`src/rtl/usb_line_pkg.sv`:
```
// USB line-state types and D+/D- decoding shared by the receive-path EOP logic.
package usb_line_pkg;

  typedef enum logic [1:0] {
    LS_SE0 = 2'd0,
    LS_J   = 2'd1,
    LS_K   = 2'd2,
    LS_SE1 = 2'd3
  } line_state_t;

  typedef enum logic [1:0] {
    IDLE      = 2'd0,
    SE0_CNT   = 2'd1,
    BUS_RESET = 2'd2
  } eop_state_t;

  // J is D+ high at full speed and D- high at low speed; K is the opposite.
  function automatic line_state_t decode_line(input logic d_plus, input logic d_minus,
                                              input logic low_speed);
    line_state_t ls;
    case ({d_plus, d_minus})
      2'b00:   ls = LS_SE0;
      2'b11:   ls = LS_SE1;
      2'b10:   ls = low_speed ? LS_K : LS_J;
      default: ls = low_speed ? LS_J : LS_K;
    endcase
    return ls;
  endfunction

endpackage

```
`src/rtl/usb_se0_counter.sv`:
```
// Saturating consecutive-SE0 sample counter with synchronous clear.
module usb_se0_counter #(
  parameter int unsigned CW  = 4,
  parameter int unsigned MAX = 8
) (
  input  logic          clk,
  input  logic          rst,
  input  logic          clr,
  input  logic          inc,
  output logic [CW-1:0] count
);

  always_ff @(posedge clk) begin
    if (rst) begin
      count <= '0;
    end else if (clr) begin
      count <= '0;
    end else if (inc && (count != CW'(MAX))) begin
      count <= count + CW'(1);
    end
  end

endmodule

```
`src/rtl/eop_detect_seq.sv`:
```
// Bit-time sampled USB end-of-packet detector with malformed-EOP and bus-reset reporting.
module eop_detect_seq
  import usb_line_pkg::*;
#(
  parameter int unsigned MIN_SE0_BITS = 2,
  parameter int unsigned RESET_BITS   = 8,
  parameter bit          LOW_SPEED    = 1'b0,
  parameter int unsigned CW           = $clog2(RESET_BITS + 1)
) (
  input  logic          clk,
  input  logic          rst,
  input  logic          d_plus,
  input  logic          d_minus,
  input  logic          shift_enable,
  output logic          eop,
  output logic          eop_err,
  output logic          bus_reset,
  output logic          se0_active,
  output logic [CW-1:0] se0_count
);

  eop_state_t  state;
  eop_state_t  state_next;
  line_state_t line;
  logic        eop_next;
  logic        eop_err_next;
  logic        bus_reset_next;
  logic        se0_active_next;
  logic        cnt_clr;
  logic        cnt_inc;
  logic        reset_reached;
  logic        long_enough;

  assign line          = decode_line(d_plus, d_minus, LOW_SPEED);
  assign reset_reached = (se0_count == CW'(RESET_BITS - 1));
  assign long_enough   = (se0_count >= CW'(MIN_SE0_BITS));

  usb_se0_counter #(
    .CW  (CW),
    .MAX (RESET_BITS)
  ) u_se0_counter (
    .clk   (clk),
    .rst   (rst),
    .clr   (cnt_clr),
    .inc   (cnt_inc),
    .count (se0_count)
  );

  always_ff @(posedge clk) begin
    if (rst) begin
      state      <= IDLE;
      eop        <= 1'b0;
      eop_err    <= 1'b0;
      bus_reset  <= 1'b0;
      se0_active <= 1'b0;
    end else begin
      state      <= state_next;
      eop        <= eop_next;
      eop_err    <= eop_err_next;
      bus_reset  <= bus_reset_next;
      se0_active <= se0_active_next;
    end
  end

  // Pulses default low so they last one clk; levels hold between bit samples.
  always_comb begin
    state_next      = state;
    eop_next        = 1'b0;
    eop_err_next    = 1'b0;
    bus_reset_next  = bus_reset;
    se0_active_next = se0_active;
    cnt_clr         = 1'b0;
    cnt_inc         = 1'b0;
    if (shift_enable) begin
      case (state)
        IDLE: begin
          if (line == LS_SE0) begin
            state_next      = SE0_CNT;
            cnt_inc         = 1'b1;
            se0_active_next = 1'b1;
          end
        end
        SE0_CNT: begin
          if (line == LS_SE0) begin
            cnt_inc = 1'b1;
            if (reset_reached) begin
              state_next      = BUS_RESET;
              bus_reset_next  = 1'b1;
              se0_active_next = 1'b0;
            end
          end else begin
            eop_next        = (line == LS_J) && long_enough;
            eop_err_next    = !((line == LS_J) && long_enough);
            state_next      = IDLE;
            cnt_clr         = 1'b1;
            se0_active_next = 1'b0;
          end
        end
        BUS_RESET: begin
          if (line == LS_SE0) begin
            cnt_inc = 1'b1;
          end else begin
            state_next     = IDLE;
            bus_reset_next = 1'b0;
            cnt_clr        = 1'b1;
          end
        end
        default: begin
          state_next      = IDLE;
          bus_reset_next  = 1'b0;
          se0_active_next = 1'b0;
          cnt_clr         = 1'b1;
        end
      endcase
    end
  end

endmodule

```
`config.mk`:
```
export PLATFORM = sky130hd
export DESIGN_NAME = eop_detect_seq
export DESIGN_NICKNAME = d
export VERILOG_FILES = /design/src/rtl/usb_line_pkg.sv /design/src/rtl/usb_se0_counter.sv /design/src/rtl/eop_detect_seq.sv
export SDC_FILE = /design/constraint.sdc
export NUM_CORES = 1
export LEC_CHECK = 0
export CAP_MARGIN = 15
export CORE_AREA = 4 4 41 43
export CTS_BUF_LIST = sky130_fd_sc_hd__clkbuf_2 sky130_fd_sc_hd__clkbuf_4 sky130_fd_sc_hd__clkbuf_8
export CTS_CLUSTER_DIAMETER = 80
export DETAILED_ROUTE_END_ITERATION = 10
export DIE_AREA = 0 0 45 47
export GPL_ROUTABILITY_DRIVEN = 0
export PLACE_DENSITY_LB_ADDON = 0.05
export SYNTH_ARGS = -nofsm -noshare
export SYNTH_HDL_FRONTEND = slang
export SYNTH_SLANG_ARGS = --single-unit
export TNS_END_PERCENT = 100
```
`constraint.sdc`:
```
create_clock -name clk -period 2 [get_ports clk]
set_input_delay 0.3 -clock clk [delete_from_list [all_inputs] [get_ports clk]]
set_output_delay 0.3 -clock clk [all_outputs]
set_load 0.1 [all_outputs]
```
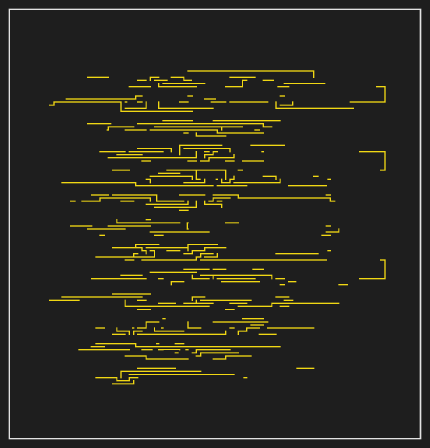
(run_1/met1.png)
The wires run mostly horizontal. The layer holds 50% of the routed length. The layer carries 668 um of wire. The longest straight run is 15.9 um.

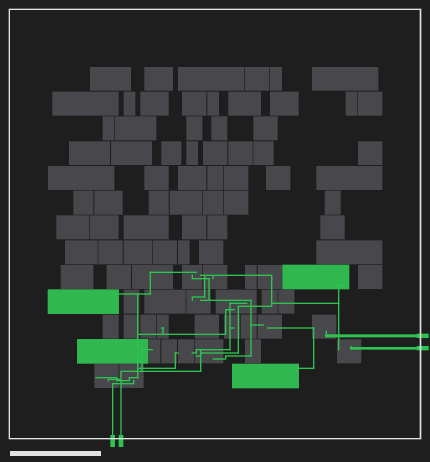
(run_1/port_nets.png)
The bar under the picture is 10 um long.
Key: se0_count = green [bits 4, direction output, edge 2 south, 2 east, end cells 4, buffers 4, wire 185 um]

==> job_summary.md, run 1 <==
## Synthesis and layout report

| Metric | Value |
|---|---|
| Most used logic cell in the final layout | buf_4 |
| Launch point of the worst path | d_minus |
| Top cells by count | dfxtp_1, inv_1, ha_1, a21oi_1, nand3_1 |
| XOR-XNOR Cells, Area Fraction | 0% |
| Cell type with the largest total area | dfxtp_1 |
| Die width | 45 um |
| Fin nets | 104 |
| Synthesized Nets | 82 |
| P_int | 0.000304 W |
| Synthesized area per cell | 8.87 um^2 |
| Crit. End Element | flip-flop |
| Chip Area, Yosys | 621 um^2 |
| Run status | complete, no violations |
| Critical Path Stages | 4 |
| Max-slew violation count | 0 |
| Netlist cell types | 27 |
| Post-synth EDFFs | 0 |
| Adder-cell share of the synthesized area | 14.1% |
| Placed cells | 102 |
| DRC | 0 |
| Fin. Hold Viols | 0 |
| Antenna-violating nets left | 0 |
| Chip area | 2120 um^2 |
| Clk_lat worst skew | 260 ps |
| CTS tree | built |
| Combinational Power | 0.0000765 W |
| Worst-margin pin slew | 366 ps |
| Fin Clk Skew | 1.05 ps |
| Final wirelength | 1330 um |
| Non-CTS buffers | 17 |
| Peak supply drop | 0.264 mV |
| Cell Pwr Density | 529 nW/um^2 |
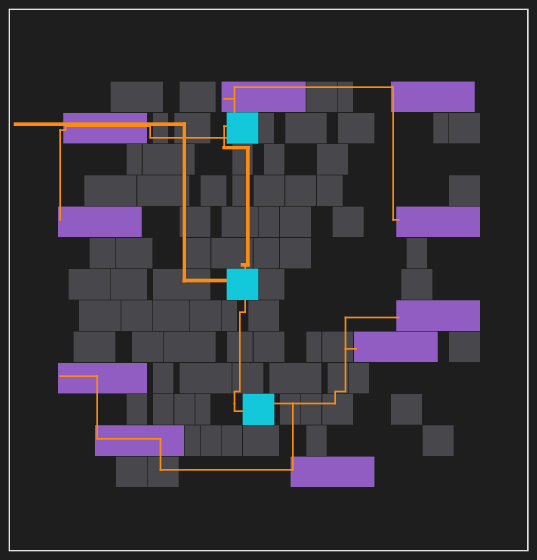
(run_1/clock_map.png)
Key: clock wires = orange [length 173 um]; flip-flops = purple [count 10]; cells driving clock nets = cyan [count 3]
Position of the flops: widely spread. There are 4 routed clock nets.

## Run 2: what changed since run 1
Settings changed: GPL_TIMING_DRIVEN from default to 1, SYNTH_HIERARCHICAL from default to 1.
==> run 2 against run 1 <==
  * Utilization is 1.4 points lower
  * Maximum frequency up 7.7%
  * Sequential share of layout area rose by 0.77 points
==> job_summary.md, run 2 <==
## Synthesis and layout report

| Metric | Value |
|---|---|
| XOR-XNOR Cells, Area Fraction | 1.44% (+1.4 points) |
| Synthesized Nets | 78 (-4.9%) |
| Combinational Power | 0.0000792 W (+3.5%) |
| Synthesized area per cell | 9.09 um^2 (+2.6%) |
| Run status | complete, no violations |
| Critical Path Stages | 6 (+2) |
| Crit. End Element | flip-flop |
| Launch point of the worst path | d_plus |
| DRC | 0 (unchanged) |
| Post-synth EDFFs | 0 (unchanged) |
| Peak supply drop | 0.354 mV (+34%) |
| Chip Area, Yosys | 609 um^2 (-1.8%) |
| Die width | 45 um (unchanged) |
| Clk_lat worst skew | 280 ps (+20 ps) |
| Top cells by count | dfxtp_1, nand2_1, inv_1, ha_1 |
| Final wirelength | 1240 um (-6.1%) |
| Placed cells | 96 (-5.9%) |
| Cell type with the largest total area | dfxtp_1 |
| Chip area | 2120 um^2 (unchanged) |
| Fin. Hold Viols | 0 (unchanged) |
| Antenna-violating nets left | 0 (unchanged) |
| Worst-margin pin slew | 375 ps (+8.37 ps) |
| Adder-cell share of the synthesized area | 12.3% (-1.8 points) |
| P_int | 0.000342 W (+13%) |
| Max-slew violation count | 0 (unchanged) |
| CTS tree | built |
| Most used logic cell in the final layout | buf_4 |
| Netlist cell types | 29 (+7.4%) |
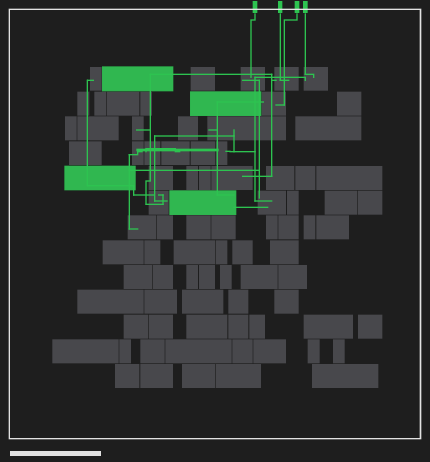
(run_2/port_nets.png)
The bar under the picture is 10 um long.
Key: se0_count = green [bits 4, direction output, edge north, end cells 4, buffers 4, wire 223 um]

## Run 3: what changed since run 2
Clock period 2 ns to 1.76 ns, I/O delays scaled along.
==> run 3 against run 2 <==
  * Utilization rose by 8.8 points
  * Sequential power is 14% higher
  * Critical path depth is the same
  * Power up 5.0%
  * Worst hold slack improved by 26 ps
  * Register-to-register slack got worse by 180 ps
  * Synthesized cell count is the same
  * Die area is the same
  * Combinational power rose by 39%
  * Area after synthesis unchanged
  * Largest power group unchanged
==> job_summary.md, run 3 <==
## Synthesis and layout report

| Metric | Value |
|---|---|
| Run status | complete, no violations |
| First-pass GRT wire length | 2150 um |
| Most used logic cell in the final layout | buf_4 |
| Combinational Power | 0.000110 W (+39%) |
| Critical Path Stages | 6 (unchanged) |
| CTS tree | built |
| GRT met2 Usage | 20.6% |
| Die width | 45 um (unchanged) |
| P_int | 0.000360 W (+5.3%) |
| Adder-cell share of the synthesized area | 12.3% (unchanged) |
| Top cells by count | dfxtp_1, nand2_1, inv_1, ha_1 |
| Setup WS pre-CTS | -124 ps |
| XOR-XNOR Cells, Area Fraction | 1.44% (unchanged) |
| Netlist cell types | 29 (unchanged) |
| Post-synth EDFFs | 0 (unchanged) |
| Layout cells sized above 1 | 28.6% |
| Grt total ovfl | 0 |
| Worst-margin pin slew | 395 ps (+20.0 ps) |
| Chip area | 2120 um^2 (unchanged) |
| Crit. End Element | flip-flop |
| Fin. Hold Viols | 0 (unchanged) |
| DRC | 0 (unchanged) |
| Peak supply drop | 0.601 mV (+70%) |
| Synthesized Nets | 78 (unchanged) |
| IO buf count | 12 |
| Chip Area, Yosys | 609 um^2 (unchanged) |
| Max-slew violation count | 0 (unchanged) |
| Final wirelength | 1320 um (+5.8%) |
| Placed cells | 103 (+7.3%) |
| Launch point of the worst path | d_plus |
| Antenna-violating nets left | 0 (unchanged) |
| Synthesized area per cell | 9.09 um^2 (unchanged) |
| # clk buffers | 3 |
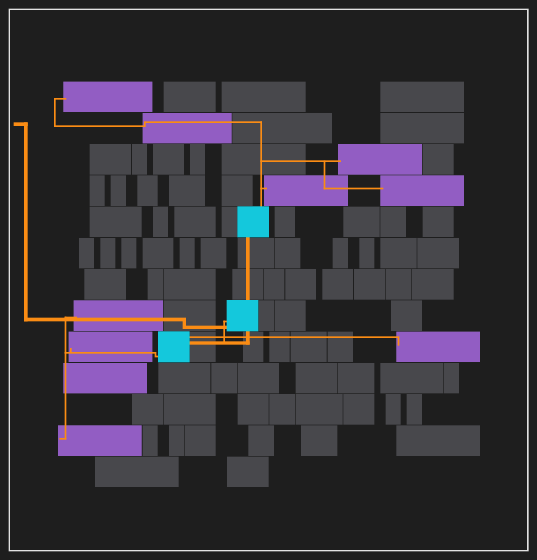
(run_3/clock_map.png)
Key: cells driving clock nets = cyan [count 3]; clock wires = orange [length 147 um]; flip-flops = purple [count 10]
There are 4 routed clock nets.

Power and IR drop assume default switching activity.
